### src/rtl/hyperbus_rxbuf_pkg.sv
// -----------------------------------------------------------------------------
// hyperbus_rxbuf_pkg
// Shared HyperBus constants: default DQ width and the receive-buffer FSM state
// encodings used by hyperbus_rxbuf.
// -----------------------------------------------------------------------------
package hyperbus_rxbuf_pkg;

    // Default HyperBus DQ width; a captured word is two DQ beats wide.
    localparam int unsigned HB_DEFAULT_WIDTH = 8;

    // Receive-buffer FSM encodings.
    localparam logic [1:0] ST_IDLE    = 2'd0;
    localparam logic [1:0] ST_CAPTURE = 2'd1;
    localparam logic [1:0] ST_DRAIN   = 2'd2;

endpackage

### src/rtl/hyperbus_fifo.sv
// -----------------------------------------------------------------------------
// hyperbus_fifo
// Synchronous FIFO with wrap-bit pointers. A push is taken when not full, or
// when full with a simultaneous pop. A pop is taken only when not empty, so a
// push into an empty FIFO is visible at rdata/!empty one cycle later.
//
// Ports:
//   clk90  in   clock, rising edge
//   rst    in   asynchronous active-high reset (pointers only)
//   push   in   write request, wdata is written if accepted
//   wdata  in   WIDTH-bit write data
//   pop    in   read request, head advances if not empty
//   rdata  out  WIDTH-bit head-of-FIFO word (undefined while empty)
//   full   out  FIFO holds DEPTH words
//   empty  out  FIFO holds no words
// -----------------------------------------------------------------------------
module hyperbus_fifo #(
    parameter int WIDTH = 16,
    parameter int DEPTH = 8
) (
    input  logic             clk90,
    input  logic             rst,
    input  logic             push,
    input  logic [WIDTH-1:0] wdata,
    input  logic             pop,
    output logic [WIDTH-1:0] rdata,
    output logic             full,
    output logic             empty
);

    localparam int AW = $clog2(DEPTH);

    logic [WIDTH-1:0] r_mem [DEPTH];
    logic [AW:0]      r_wptr;
    logic [AW:0]      r_rptr;
    logic             w_wr;
    logic             w_rd;

    // Full when only the wrap bits differ; empty when pointers match exactly.
    assign full  = (r_wptr[AW] != r_rptr[AW]) && (r_wptr[AW-1:0] == r_rptr[AW-1:0]);
    assign empty = (r_wptr == r_rptr);

    assign w_rd  = pop & ~empty;
    // When full, a concurrent pop frees the slot the push lands in.
    assign w_wr  = push & (~full | w_rd);

    assign rdata = r_mem[r_rptr[AW-1:0]];

    always_ff @(posedge clk90 or posedge rst) begin
        if (rst) begin
            r_wptr <= '0;
            r_rptr <= '0;
        end else begin
            if (w_wr) r_wptr <= r_wptr + 1'b1;
            if (w_rd) r_rptr <= r_rptr + 1'b1;
        end
    end

    // Storage is deliberately not reset.
    always_ff @(posedge clk90) begin
        if (w_wr) r_mem[r_wptr[AW-1:0]] <= wdata;
    end

endmodule

### src/rtl/hyperbus_rxbuf.sv
// -----------------------------------------------------------------------------
// hyperbus_rxbuf
// HyperBus read receive buffer. A start request launches a burst of len_i
// words: rrq is raised while words are captured from the controller into a
// FIFO, then the block waits for the consumer to drain the FIFO and pulses
// done. Words arriving while the FIFO is full (and not being popped) are
// dropped and flagged on the sticky overflow output.
//
// Ports:
//   clk90       in   clock, rising edge
//   rst         in   asynchronous active-high reset
//   start       in   single-cycle burst request (honoured only when idle)
//   len_i       in   burst length in words, sampled with start
//   rrq         out  read request, high during capture
//   in_dat      in   2*WIDTH-bit read word from the controller
//   in_valid    in   in_dat valid (cannot be stalled)
//   out_dat     out  head-of-FIFO word
//   out_valid   out  FIFO not empty
//   out_ready   in   consumer accepts out_dat
//   busy        out  FSM not idle
//   done        out  one-cycle burst completion pulse
//   overflow    out  sticky: a word was dropped
//   words_left  out  words still to capture
// -----------------------------------------------------------------------------
module hyperbus_rxbuf
    import hyperbus_rxbuf_pkg::*;
#(
    parameter int WIDTH     = HB_DEFAULT_WIDTH,
    parameter int DEPTH     = 8,
    parameter int LEN_WIDTH = 8
) (
    input  logic                 clk90,
    input  logic                 rst,
    input  logic                 start,
    input  logic [LEN_WIDTH-1:0] len_i,
    output logic                 rrq,
    input  logic [2*WIDTH-1:0]   in_dat,
    input  logic                 in_valid,
    output logic [2*WIDTH-1:0]   out_dat,
    output logic                 out_valid,
    input  logic                 out_ready,
    output logic                 busy,
    output logic                 done,
    output logic                 overflow,
    output logic [LEN_WIDTH-1:0] words_left
);

    logic [1:0]           r_state;
    logic [LEN_WIDTH-1:0] r_words_left;
    logic                 r_overflow;
    logic                 r_done_zero;

    logic                 w_full;
    logic                 w_empty;
    logic                 w_pop;
    logic                 w_cap_push;
    logic                 w_drop;

    assign w_pop      = ~w_empty & out_ready;
    assign w_cap_push = (r_state == ST_CAPTURE) & in_valid;
    assign w_drop     = w_cap_push & w_full & ~w_pop;

    hyperbus_fifo #(
        .WIDTH (2*WIDTH),
        .DEPTH (DEPTH)
    ) u_fifo (
        .clk90 (clk90),
        .rst   (rst),
        .push  (w_cap_push),
        .wdata (in_dat),
        .pop   (w_pop),
        .rdata (out_dat),
        .full  (w_full),
        .empty (w_empty)
    );

    always_ff @(posedge clk90 or posedge rst) begin
        if (rst) begin
            r_state      <= ST_IDLE;
            r_words_left <= '0;
            r_overflow   <= 1'b0;
            r_done_zero  <= 1'b0;
        end else begin
            r_done_zero <= 1'b0;
            case (r_state)
                ST_IDLE: begin
                    if (start) begin
                        if (len_i != '0) begin
                            r_words_left <= len_i;
                            r_overflow   <= 1'b0;
                            r_state      <= ST_CAPTURE;
                        end else begin
                            // Zero-length burst completes without a request.
                            r_done_zero <= 1'b1;
                        end
                    end
                end
                ST_CAPTURE: begin
                    if (in_valid) begin
                        if (w_drop) r_overflow <= 1'b1;
                        // Dropped words still count against the burst.
                        if (r_words_left != '0) r_words_left <= r_words_left - 1'b1;
                        if (r_words_left <= LEN_WIDTH'(1)) r_state <= ST_DRAIN;
                    end
                end
                ST_DRAIN: begin
                    if (w_empty) r_state <= ST_IDLE;
                end
                default: r_state <= ST_IDLE;
            endcase
        end
    end

    // rrq/busy decode registered state, so reset removes them asynchronously.
    assign rrq        = (r_state == ST_CAPTURE);
    assign busy       = (r_state != ST_IDLE);
    // The drain-complete pulse is the cycle in which DRAIN sees an empty FIFO.
    assign done       = r_done_zero | ((r_state == ST_DRAIN) & w_empty);
    assign overflow   = r_overflow;
    assign words_left = r_words_left;
    assign out_valid  = ~w_empty;

endmodule

### config.mk
export PLATFORM = sky130hd
export DESIGN_NAME = hyperbus_rxbuf
export DESIGN_NICKNAME = d
export VERILOG_FILES = /design/src/rtl/hyperbus_rxbuf_pkg.sv /design/src/rtl/hyperbus_fifo.sv /design/src/rtl/hyperbus_rxbuf.sv
export SDC_FILE = /design/constraint.sdc
export NUM_CORES = 1
export LEC_CHECK = 0
export CAP_MARGIN = 20
export CORE_ASPECT_RATIO = 2
export CORE_MARGIN = 4
export CORE_UTILIZATION = 61
export DETAILED_ROUTE_END_ITERATION = 12
export PLACE_DENSITY = 0.88
export SYNTH_ARGS = -nofsm -noshare
export SYNTH_HDL_FRONTEND = slang
export SYNTH_SLANG_ARGS = --single-unit
### constraint.sdc
create_clock -name clk90 -period 6.4 [get_ports clk90]
set_input_delay 0.64 -clock clk90 [delete_from_list [all_inputs] [get_ports clk90]]
set_output_delay 0.64 -clock clk90 [all_outputs]
set_load 0.01 [all_outputs]
==> reports/metrics.yaml <==
run_status:
  status: "finished, final reports clean"
place:
  port_buffers: 57
  place_ws_ps: 3106
  place.gp.congestion: 0.8755
layout:
  seqCellArea_um2: 4347
  final_common_cell: "edfxtp_1"
  syn_to_final_growth_pct: 20.62
  fin_nets: 416
route:
  route.final.wire_length_mm: 11.98
  wl_per_cell_um: 22.73
  drtAntennaViolNets: 0
  drtIter0Drc: 240
min_path:
  hold_depth: 1
floorplan:
  io_pins: 58
worst_setup_path:
  endpoint: "done"
  path_max_fanout: 36
  path_cells: "xor2_1 > or4b_1 > o31ai_1 > clkdlybuf4s50_1"
  r2r_slack_ps: 3360
  crit_family: "flip-flops"
cts:
  cts_buffers: 17
  postCtsResizedCells: 0
  ctsHoldBuffers: 0
  h-tree-depth: 4
timing:
  hold_ws_ps: 511.3
  fin_crit_ps: 3744
  rsz0062_at_grt: "no"
synth:
  ys.flop_type: "edfxtp_1"
  edf_count: 128
  syn-cell-area_um2: 6135
  top_area_cell: "edfxtp_1"
  yosysMostFrequentCell: "edfxtp_1"
  async_flop_share_pct: 13.51
power:
  power_density_nw_per_um2: 480.9
  peakVddDrop_v: 0.0003306
global_route:
  grt_pass1_vias: 3547
==> layer usage <==
| layer | vias to the layer above | share of wire, % | GRT usage, % |
|---|---|---|---|
| met5 | - | 0 | 0 |
| met4 | 0 | 2.8 | 9.983 |
| met3 | 28 | 4.6 | 6.205 |
| met2 | 113 | 56 | 39.48 |
| met1 | 1660 | 36 | 25.40 |
| li1 | 1431 | - | - |
==> power by group <==
group	internal [mW]	total, mW	leakage (nW)	switching (mW)
sequential	1.23	1.43	1.40	0.195
clock	0.544	0.949	0.275	0.405
combinational	0.650	1.18	0.825	0.533
==> per-stage QoR <==
stage / util [%] / instance area (um2)
after floorplan: - / 6135
after global placement: 69.96 / 6830
after detailed placement: 69.96 / 6830
after CTS: 75.79 / 7400
after global routing: 75.79 / 7400
final: 75.79 / 7400
==> final cells by class <==
cell class | instances | share of cell area (%)
Multi-Input combinational cell | 144 | 22.79
Clock buffer | 17 | 5.749
Clock inverter | 15 | 1.945
Tap cell | 132 | 2.232
Inverter | 12 | 0.6256
Timing Repair Buffer | 59 | 7.913
Sequential cell | 148 | 58.74
==> worst reg2reg max path, cell delays in order, from the launching register on <==
cell and delay (ps):
dfrtp_1 530, nand2b_1 410, clkinv_2 270, nand2_1 160
a21oi_2 360, nor3b_4 920
==> sequential cells by signal, indices dropped and copies added, names as in the netlist <==
register,count
words_left,8
r_done_zero,1
u_fifo.r_rptr,4
u_fifo.r_mem,128
u_fifo.r_wptr,4
overflow,1
r_state,2
==> logic make-up (layout without fill, tap and decap cells) <==
kind of cell | count (synthesis) | after routing | share of synthesized area, %
simple gates | 37 | 37 | 4.039
mux | 52 | 52 | 15.40
flops | 148 | 148 | 70.81
compound gates | 40 | 40 | 5.426
fa+ha+maj | 5 | 5 | 1.020
buf+inv | 27 | 103 | 1.876
xor+xnor | 10 | 10 | 1.428
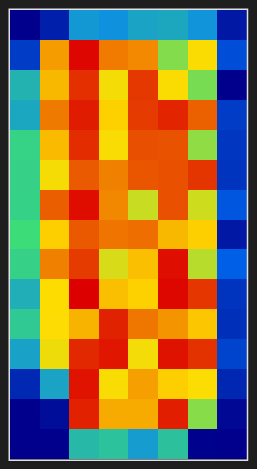
**Above:** placement density heat map.
(3 px per um) The die is cut into 8 by 15 equal tiles; dark blue is low, red is high, 0 to 100% covered.
tiles over 75% full = 48%
fullest tile = 100%
densest ninth of the die = centre
mean over tiles = 61%
nearly empty tiles = 6.7%
Initial Utilization: 62.83%
Final Util: 75.79%
core area: 9763 um2

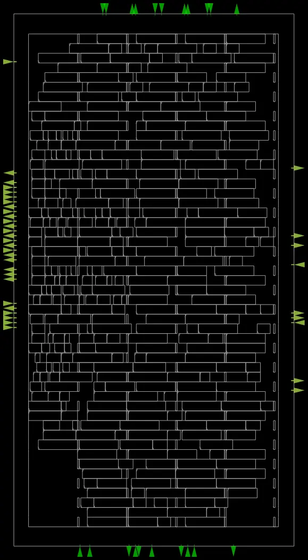
**Above:** placement view.
fraction of area in registers: 58.74%
Non-Filler Instances: 527
Core Rows: 51
flip-flops: 148
tapcell count: 132

Power and IR drop assume default switching activity.
